`config.mk`:
```
export PLATFORM = sky130hd
export DESIGN_NAME = uart_param_core
export DESIGN_NICKNAME = d
export VERILOG_FILES = /design/src/rtl/uart_param_pkg.sv /design/src/rtl/uart_param_rx.sv /design/src/rtl/uart_param_core.sv
export SDC_FILE = /design/constraint.sdc
export NUM_CORES = 1
export LEC_CHECK = 0
export ABC_AREA = 1
export ABC_CLOCK_PERIOD_IN_PS = 2300
export CAP_MARGIN = 15
export CORE_MARGIN = 2
export CORE_UTILIZATION = 62
export DETAILED_ROUTE_END_ITERATION = 12
export GPL_ROUTABILITY_DRIVEN = 0
export PLACE_DENSITY = 0.86
export SKIP_LAST_GASP = 1
export SYNTH_ARGS = -nofsm -noshare
export SYNTH_HDL_FRONTEND = slang
export SYNTH_HIERARCHICAL = 1
export SYNTH_SLANG_ARGS = --single-unit
```
`constraint.sdc`:
```
create_clock -name sys_clk -period 2.3 [get_ports sys_clk]
set_input_delay 0.46 -clock sys_clk [delete_from_list [all_inputs] [get_ports sys_clk]]
set_output_delay 0.46 -clock sys_clk [all_outputs]
set_load 0.01 [all_outputs]
```
`src/rtl/uart_param_pkg.sv`:
```
// Shared definitions for the parameterised UART: FSM state encoding and
// the legal parameter ranges checked at elaboration.
package uart_param_pkg;

    typedef enum logic [2:0] {
        ST_IDLE,
        ST_START,
        ST_DATA,
        ST_PARITY,
        ST_STOP
    } uart_state_e;

    localparam int DATA_BITS_MIN  = 5;
    localparam int DATA_BITS_MAX  = 9;
    localparam int OVERSAMPLE_MIN = 4;
    localparam int OVERSAMPLE_MAX = 64;
    localparam int STOP_BITS_MIN  = 1;
    localparam int STOP_BITS_MAX  = 2;

    function automatic bit cfg_legal(input int db, input int os, input int sb);
        return (db >= DATA_BITS_MIN) && (db <= DATA_BITS_MAX) &&
               (os >= OVERSAMPLE_MIN) && (os <= OVERSAMPLE_MAX) && (os % 2 == 0) &&
               (sb >= STOP_BITS_MIN) && (sb <= STOP_BITS_MAX);
    endfunction

endpackage

```
`src/rtl/uart_param_rx.sv`:
```
// UART receiver: two-flop synchroniser, mid-cell sampling, word holding
// register with parity/framing flags and overrun pulse.
module uart_param_rx
    import uart_param_pkg::*;
#(
    parameter int DATA_BITS  = 8,
    parameter int OVERSAMPLE = 16,
    parameter int PARITY_EN  = 0,
    parameter int PARITY_ODD = 0
) (
    input  logic                 i_clk,
    input  logic                 i_rst,
    input  logic                 i_rx,
    input  logic                 i_ready,
    output logic [DATA_BITS-1:0] o_data,
    output logic                 o_valid,
    output logic                 o_parity_err,
    output logic                 o_frame_err,
    output logic                 o_overrun
);

    localparam int CW = $clog2(OVERSAMPLE);
    localparam int BW = $clog2(DATA_BITS + 1);
    localparam logic [CW-1:0] CELL_LAST = CW'(OVERSAMPLE - 1);
    localparam logic [CW-1:0] HALF_LAST = CW'(OVERSAMPLE / 2 - 1);
    localparam logic [BW-1:0] BIT_LAST  = BW'(DATA_BITS - 1);
    localparam logic          ODD_BIT   = (PARITY_ODD != 0);

    logic [1:0]           r_sync;
    logic                 r_rx_prev;
    uart_state_e          r_state, w_state_nxt;
    logic [CW-1:0]        r_cell, w_cell_nxt;
    logic [BW-1:0]        r_bit, w_bit_nxt;
    logic [DATA_BITS-1:0] r_shift, w_shift_nxt;
    logic                 r_par_bad, w_par_bad_nxt;
    logic                 w_rx_s, w_cell_end, w_land;
    logic [DATA_BITS-1:0] r_data;
    logic                 r_valid, r_perr, r_ferr, r_overrun;

    assign w_rx_s     = r_sync[1];
    assign w_cell_end = (r_cell == CELL_LAST);

    always_comb begin
        w_state_nxt   = r_state;
        w_cell_nxt    = r_cell;
        w_bit_nxt     = r_bit;
        w_shift_nxt   = r_shift;
        w_par_bad_nxt = r_par_bad;
        w_land        = 1'b0;
        case (r_state)
            ST_IDLE: begin
                // only a genuine high-to-low edge starts a frame
                if (r_rx_prev && !w_rx_s) begin
                    w_state_nxt   = ST_START;
                    w_cell_nxt    = '0;
                    w_par_bad_nxt = 1'b0;
                end
            end
            ST_START: begin
                w_cell_nxt = r_cell + 1'b1;
                if (r_cell == HALF_LAST) begin
                    w_cell_nxt  = '0;
                    w_bit_nxt   = '0;
                    w_state_nxt = w_rx_s ? ST_IDLE : ST_DATA;
                end
            end
            ST_DATA: begin
                w_cell_nxt = r_cell + 1'b1;
                if (w_cell_end) begin
                    w_cell_nxt  = '0;
                    w_shift_nxt = {w_rx_s, r_shift[DATA_BITS-1:1]};
                    w_bit_nxt   = r_bit + 1'b1;
                    if (r_bit == BIT_LAST)
                        w_state_nxt = (PARITY_EN != 0) ? ST_PARITY : ST_STOP;
                end
            end
            ST_PARITY: begin
                w_cell_nxt = r_cell + 1'b1;
                if (w_cell_end) begin
                    w_cell_nxt    = '0;
                    w_par_bad_nxt = (^r_shift) ^ ODD_BIT ^ w_rx_s;
                    w_state_nxt   = ST_STOP;
                end
            end
            ST_STOP: begin
                w_cell_nxt = r_cell + 1'b1;
                if (w_cell_end) begin
                    w_cell_nxt  = '0;
                    w_land      = 1'b1;
                    w_state_nxt = ST_IDLE;
                end
            end
            default: w_state_nxt = ST_IDLE;
        endcase
    end

    always_ff @(posedge i_clk or posedge i_rst) begin
        if (i_rst) begin
            r_sync    <= 2'b11;
            r_rx_prev <= 1'b1;
            r_state   <= ST_IDLE;
            r_cell    <= '0;
            r_bit     <= '0;
            r_shift   <= '0;
            r_par_bad <= 1'b0;
            r_data    <= '0;
            r_valid   <= 1'b0;
            r_perr    <= 1'b0;
            r_ferr    <= 1'b0;
            r_overrun <= 1'b0;
        end else begin
            r_sync    <= {r_sync[0], i_rx};
            r_rx_prev <= w_rx_s;
            r_state   <= w_state_nxt;
            r_cell    <= w_cell_nxt;
            r_bit     <= w_bit_nxt;
            r_shift   <= w_shift_nxt;
            r_par_bad <= w_par_bad_nxt;
            r_overrun <= 1'b0;
            // a landing word always wins over a same-cycle consume
            if (w_land) begin
                r_data    <= r_shift;
                r_perr    <= r_par_bad;
                r_ferr    <= ~w_rx_s;
                r_valid   <= 1'b1;
                r_overrun <= r_valid & ~i_ready;
            end else if (r_valid && i_ready) begin
                r_valid <= 1'b0;
            end
        end
    end

    assign o_data       = r_data;
    assign o_valid      = r_valid;
    assign o_parity_err = r_perr;
    assign o_frame_err  = r_ferr;
    assign o_overrun    = r_overrun;

endmodule

```
`src/rtl/uart_param_core.sv`:
```
// Parameterised UART core: inline transmitter FSM plus the uart_param_rx
// receiver, sharing one clock and an asynchronous active-high reset.
module uart_param_core
    import uart_param_pkg::*;
#(
    parameter int DATA_BITS  = 8,
    parameter int OVERSAMPLE = 16,
    parameter int PARITY_EN  = 0,
    parameter int PARITY_ODD = 0,
    parameter int STOP_BITS  = 1
) (
    input  logic                 sys_clk,
    input  logic                 sys_rst,
    input  logic                 tx_valid,
    input  logic [DATA_BITS-1:0] tx_data,
    output logic                 tx_ready,
    output logic                 tx_done,
    output logic                 uart_tx,
    input  logic                 uart_rx,
    output logic [DATA_BITS-1:0] rx_data,
    output logic                 rx_valid,
    input  logic                 rx_ready,
    output logic                 rx_parity_err,
    output logic                 rx_frame_err,
    output logic                 rx_overrun
);

    localparam int CW = $clog2(OVERSAMPLE);
    localparam int BW = $clog2(DATA_BITS + 1);
    localparam logic [CW-1:0] CELL_LAST = CW'(OVERSAMPLE - 1);
    localparam logic [BW-1:0] BIT_LAST  = BW'(DATA_BITS - 1);
    localparam logic [BW-1:0] STOP_LAST = BW'(STOP_BITS - 1);
    localparam logic          ODD_BIT   = (PARITY_ODD != 0);

    if (!cfg_legal(DATA_BITS, OVERSAMPLE, STOP_BITS)) begin : g_bad_cfg
        $error("uart_param_core: illegal parameter combination");
    end

    uart_state_e          r_tx_state, w_tx_state_nxt;
    logic [CW-1:0]        r_tx_cell, w_tx_cell_nxt;
    logic [BW-1:0]        r_tx_bit, w_tx_bit_nxt;
    logic [DATA_BITS-1:0] r_tx_shift, w_tx_shift_nxt;
    logic                 r_tx_par, w_tx_par_nxt;
    logic                 r_tx_ready, w_tx_ready_nxt;
    logic                 r_tx_done, w_tx_done_nxt;
    logic                 r_uart_tx, w_uart_tx_nxt;
    logic                 w_tx_cell_end;

    assign w_tx_cell_end = (r_tx_cell == CELL_LAST);

    always_comb begin
        w_tx_state_nxt = r_tx_state;
        w_tx_cell_nxt  = r_tx_cell;
        w_tx_bit_nxt   = r_tx_bit;
        w_tx_shift_nxt = r_tx_shift;
        w_tx_par_nxt   = r_tx_par;
        w_tx_ready_nxt = r_tx_ready;
        w_tx_done_nxt  = 1'b0;
        w_uart_tx_nxt  = 1'b1;
        case (r_tx_state)
            ST_IDLE: begin
                w_tx_ready_nxt = 1'b1;
                if (tx_valid && r_tx_ready) begin
                    w_tx_state_nxt = ST_START;
                    w_tx_cell_nxt  = '0;
                    w_tx_shift_nxt = tx_data;
                    w_tx_par_nxt   = (^tx_data) ^ ODD_BIT;
                    w_tx_ready_nxt = 1'b0;
                end
            end
            ST_START: begin
                w_tx_cell_nxt = w_tx_cell_end ? '0 : r_tx_cell + 1'b1;
                if (w_tx_cell_end) begin
                    w_tx_state_nxt = ST_DATA;
                    w_tx_bit_nxt   = '0;
                end
            end
            ST_DATA: begin
                w_tx_cell_nxt = w_tx_cell_end ? '0 : r_tx_cell + 1'b1;
                if (w_tx_cell_end) begin
                    w_tx_shift_nxt = {1'b0, r_tx_shift[DATA_BITS-1:1]};
                    w_tx_bit_nxt   = r_tx_bit + 1'b1;
                    if (r_tx_bit == BIT_LAST) begin
                        w_tx_state_nxt = (PARITY_EN != 0) ? ST_PARITY : ST_STOP;
                        w_tx_bit_nxt   = '0;
                    end
                end
            end
            ST_PARITY: begin
                w_tx_cell_nxt = w_tx_cell_end ? '0 : r_tx_cell + 1'b1;
                if (w_tx_cell_end) begin
                    w_tx_state_nxt = ST_STOP;
                    w_tx_bit_nxt   = '0;
                end
            end
            ST_STOP: begin
                w_tx_cell_nxt = w_tx_cell_end ? '0 : r_tx_cell + 1'b1;
                if (w_tx_cell_end) begin
                    w_tx_bit_nxt = r_tx_bit + 1'b1;
                    if (r_tx_bit == STOP_LAST) begin
                        w_tx_state_nxt = ST_IDLE;
                        w_tx_done_nxt  = 1'b1;
                        w_tx_ready_nxt = 1'b1;
                    end
                end
            end
            default: w_tx_state_nxt = ST_IDLE;
        endcase
        // line is registered from the next state so it never glitches
        case (w_tx_state_nxt)
            ST_START:  w_uart_tx_nxt = 1'b0;
            ST_DATA:   w_uart_tx_nxt = w_tx_shift_nxt[0];
            ST_PARITY: w_uart_tx_nxt = w_tx_par_nxt;
            default:   w_uart_tx_nxt = 1'b1;
        endcase
    end

    always_ff @(posedge sys_clk or posedge sys_rst) begin
        if (sys_rst) begin
            r_tx_state <= ST_IDLE;
            r_tx_cell  <= '0;
            r_tx_bit   <= '0;
            r_tx_shift <= '0;
            r_tx_par   <= 1'b0;
            r_tx_ready <= 1'b0;
            r_tx_done  <= 1'b0;
            r_uart_tx  <= 1'b1;
        end else begin
            r_tx_state <= w_tx_state_nxt;
            r_tx_cell  <= w_tx_cell_nxt;
            r_tx_bit   <= w_tx_bit_nxt;
            r_tx_shift <= w_tx_shift_nxt;
            r_tx_par   <= w_tx_par_nxt;
            r_tx_ready <= w_tx_ready_nxt;
            r_tx_done  <= w_tx_done_nxt;
            r_uart_tx  <= w_uart_tx_nxt;
        end
    end

    assign tx_ready = r_tx_ready;
    assign tx_done  = r_tx_done;
    assign uart_tx  = r_uart_tx;

    uart_param_rx #(
        .DATA_BITS  (DATA_BITS),
        .OVERSAMPLE (OVERSAMPLE),
        .PARITY_EN  (PARITY_EN),
        .PARITY_ODD (PARITY_ODD)
    ) u_rx (
        .i_clk        (sys_clk),
        .i_rst        (sys_rst),
        .i_rx         (uart_rx),
        .i_ready      (rx_ready),
        .o_data       (rx_data),
        .o_valid      (rx_valid),
        .o_parity_err (rx_parity_err),
        .o_frame_err  (rx_frame_err),
        .o_overrun    (rx_overrun)
    );

endmodule

```
==> impl_metrics.py <==
# Metrics from the implementation run
metrics = {
    "route": {
        "vias": 2571,
        "drtPass1Iterations": 4,
        "ant_nets": 0,
        "wl_mm": 6.15,
        "route.detailed.drc": 0,
    },
    "place": {
        "io_buffers": 27,
        "dp_hpwl_mm": 4.48,
        "post-place-cells": 477,
        "place_ws_ns": 0.312,
        "place_area_mm2": 0.00344,
    },
    "logic_synthesis": {
        "synthFlopType": "dfrtp_1",
        "ys_ff": 58,
        "syn_area_mm2": 0.00311,
        "top_cell": "nand2_1",
        "synth-async-reset-ratio_pct": 100,
        "synth_top_area_share_pct": 43.5,
        "top_logic_kind": "simple AND/OR/NAND/NOR gates",
        "ys_cells": 385,
        "seq_area_frac_synth_pct": 46.9,
        "top_area_cell": "dfrtp_1",
        "postSynthCellCount": 385,
        "ys_warn_count": 6,
        "synthMuxAreaShare_pct": 0,
    },
    "setup_path": {
        "worst_r2r_path_depth": 9,
        "crit_type": "reg2out",
        "crit_fanout": 1,
        "crit_slowest_cell": "dfstp_2",
        "crit_path_end_kind": "output port",
        "crit_chain": "clkdlybuf4s50_1",
        "crit_arrival_ns": 1.38,
        "cp.buffers_inverters": 1,
        "cp_top_family": "flip-flops",
        "slowest_delay_ns": 0.53,
        "endpoint": "uart_tx",
        "reg2reg_to": "r_tx_shift[2]",
        "crit-reg2reg-launch": "r_tx_cell[0]",
    },
    "sta": {
        "setup_slack_ns": 0.459,
        "post-route-min-period_ns": 1.84,
        "final-hold-violation-count": 0,
        "max_slew_margin_pct": 68.0,
        "rsz0062_at_grt": "false",
        "tightest_slew_ns": 0.475,
        "fin_hold_ws_ns": 0.352,
        "setup_viol": 0,
        "drv_slew": 0,
        "clock.fmax_ghz": 0.543,
    },
    "worst_hold_path": {
        "min_path_type": "reg2reg",
    },
    "clocking": {
        "cts_sinks": 58,
        "clk_root_buffer_cell": "clkbuf_8",
        "cts_buffer_depth": 2,
        "cts_buffers": 9,
        "cts_hold_buf": 0,
        "clk_pin_slew_ns": 0.06,
    },
    "cells_and_area": {
        "lay_top_count": "nand2_1",
        "comb_area_mm2": 0.00139,
        "antennaDiodeCount": 0,
        "final_nets": 439,
        "layout_top_cells": "nand2_1, dfrtp_1, inv_1",
    },
    "power_and_ir_drop": {
        "seqPwrFrac_pct": 44.0,
        "internal_power_w": 0.00184,
        "p_comb_share_pct": 19.1,
    },
    "floorplanning": {
        "fp-utilization_pct": 64.9,
        "pin_count": 28,
        "die_h_um": 74.8,
        "die-area_mm2": 0.00560,
    },
    "job": {
        "maxCapViolations": 0,
        "warning_count": 27,
    },
    "global_route": {
        "grt_max_degree": 36,
        "grt.busiest_layer": "met2",
        "use_met2_pct": 41.1,
        "grt.overflow.total": 0,
        "grt_pass1_wl_mm": 10.6,
        "grt_pass1_vias": 2476,
        "track_usage_pct": 24.8,
    },
    "run_status": {
        "status": "finished clean",
    },
}
==> power groups by stage <==
stage / clock network, W / registers [W] / logic [W]
after global placement: 0 / 0.00116 / 0.000474
after detailed placement: 0 / 0.00117 / 0.000493
after global routing: 0.00104 / 0.00116 / 0.000568
after floorplan: 0 / 0.00115 / 0.000382
after CTS: 0.000991 / 0.00115 / 0.000501
final: 0.000968 / 0.00115 / 0.000500
==> layout make-up <==
class	count	share of cell area, %
inverters	56	5.84
flip-flops and latches	58	40.0
repair buffers	30	8.04
clock buffers	13	4.64
well taps	67	2.30
multi-input cells	266	38.2
clock inverters	2	0.963
==> state kept, by name, indices dropped and copies added (netlist names), 2 cells and up <==
register and flops:
r_tx_bit 4, u_rx/r_shift 8, r_tx_cell 4, r_tx_state 3, u_rx/r_cell 4, u_rx/r_state 3
u_rx/o_data 8, u_rx/r_sync 2, u_rx/r_bit 4, r_tx_shift 8
==> how the worst min path moves through the flow <==
stage | from | endpoint
after detailed placement | u_rx/r_sync[0] | u_rx/r_sync[1]
after floorplan | u_rx/r_sync[0] | u_rx/r_sync[1]
final | u_rx/r_sync[0] | u_rx/r_sync[1]
after global routing | u_rx/r_sync[0] | u_rx/r_sync[1]
after CTS | u_rx/r_sync[0] | u_rx/r_sync[1]
after global placement | u_rx/r_sync[0] | u_rx/r_sync[1]
==> metal layers <==
metal,part of all wire [%],routed length (µm),vias to the layer above
li1,-,-,1295
met1,45,2760,1207
met2,49,3030,55
met3,3.6,224,14
met4,2.2,133,0
met5,0,0,-
==> cells by family (layout without fill, tap and decap cells) <==
family | after synthesis | in the layout
XOR/XNOR | 6 | 6
adder cells (fa/ha/maj) | 5 | 5
AND-OR/OR-AND | 57 | 57
flip-flops | 58 | 58
AND/OR/NAND/NOR | 198 | 198
buffers and inverters | 61 | 101
### Clock distribution

Scale: 4 px per µm.
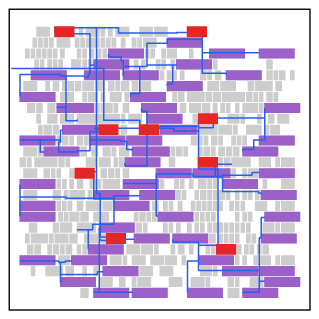
- red: cells driving clock nets (count 9)
- purple: flip-flops (count 58)
- blue: clock wires (length 754 µm)
- flops lie: spread over the die
Clock Skew: 0.00733 ns
clock-net power: 0.000968 W
clk_lat worst skew: 0.34 ns
Clock Power Share: 37.0%

### Where the registers sit

Scale: 4 px per µm. Other sequential cells in the stronger gray, the rest of the logic in the fainter gray.
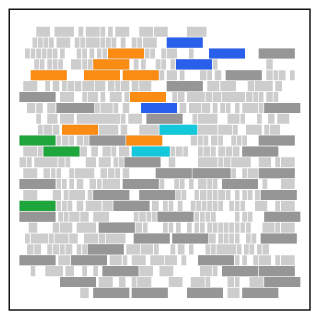
- cyan: u_rx/r_sync (placed flops 2)
- green: r_tx_state (placed flops 3)
- blue: u_rx/r_cell (placed flops 4; where top middle)
- orange: r_tx_shift (placed flops 8)
- not colored: 41
Seq area share: 40.0%
P_seq: 0.00115 W
Seq. cell area: 0.00146 mm²
final core occ: 76.1%

Power and IR drop assume default switching activity.
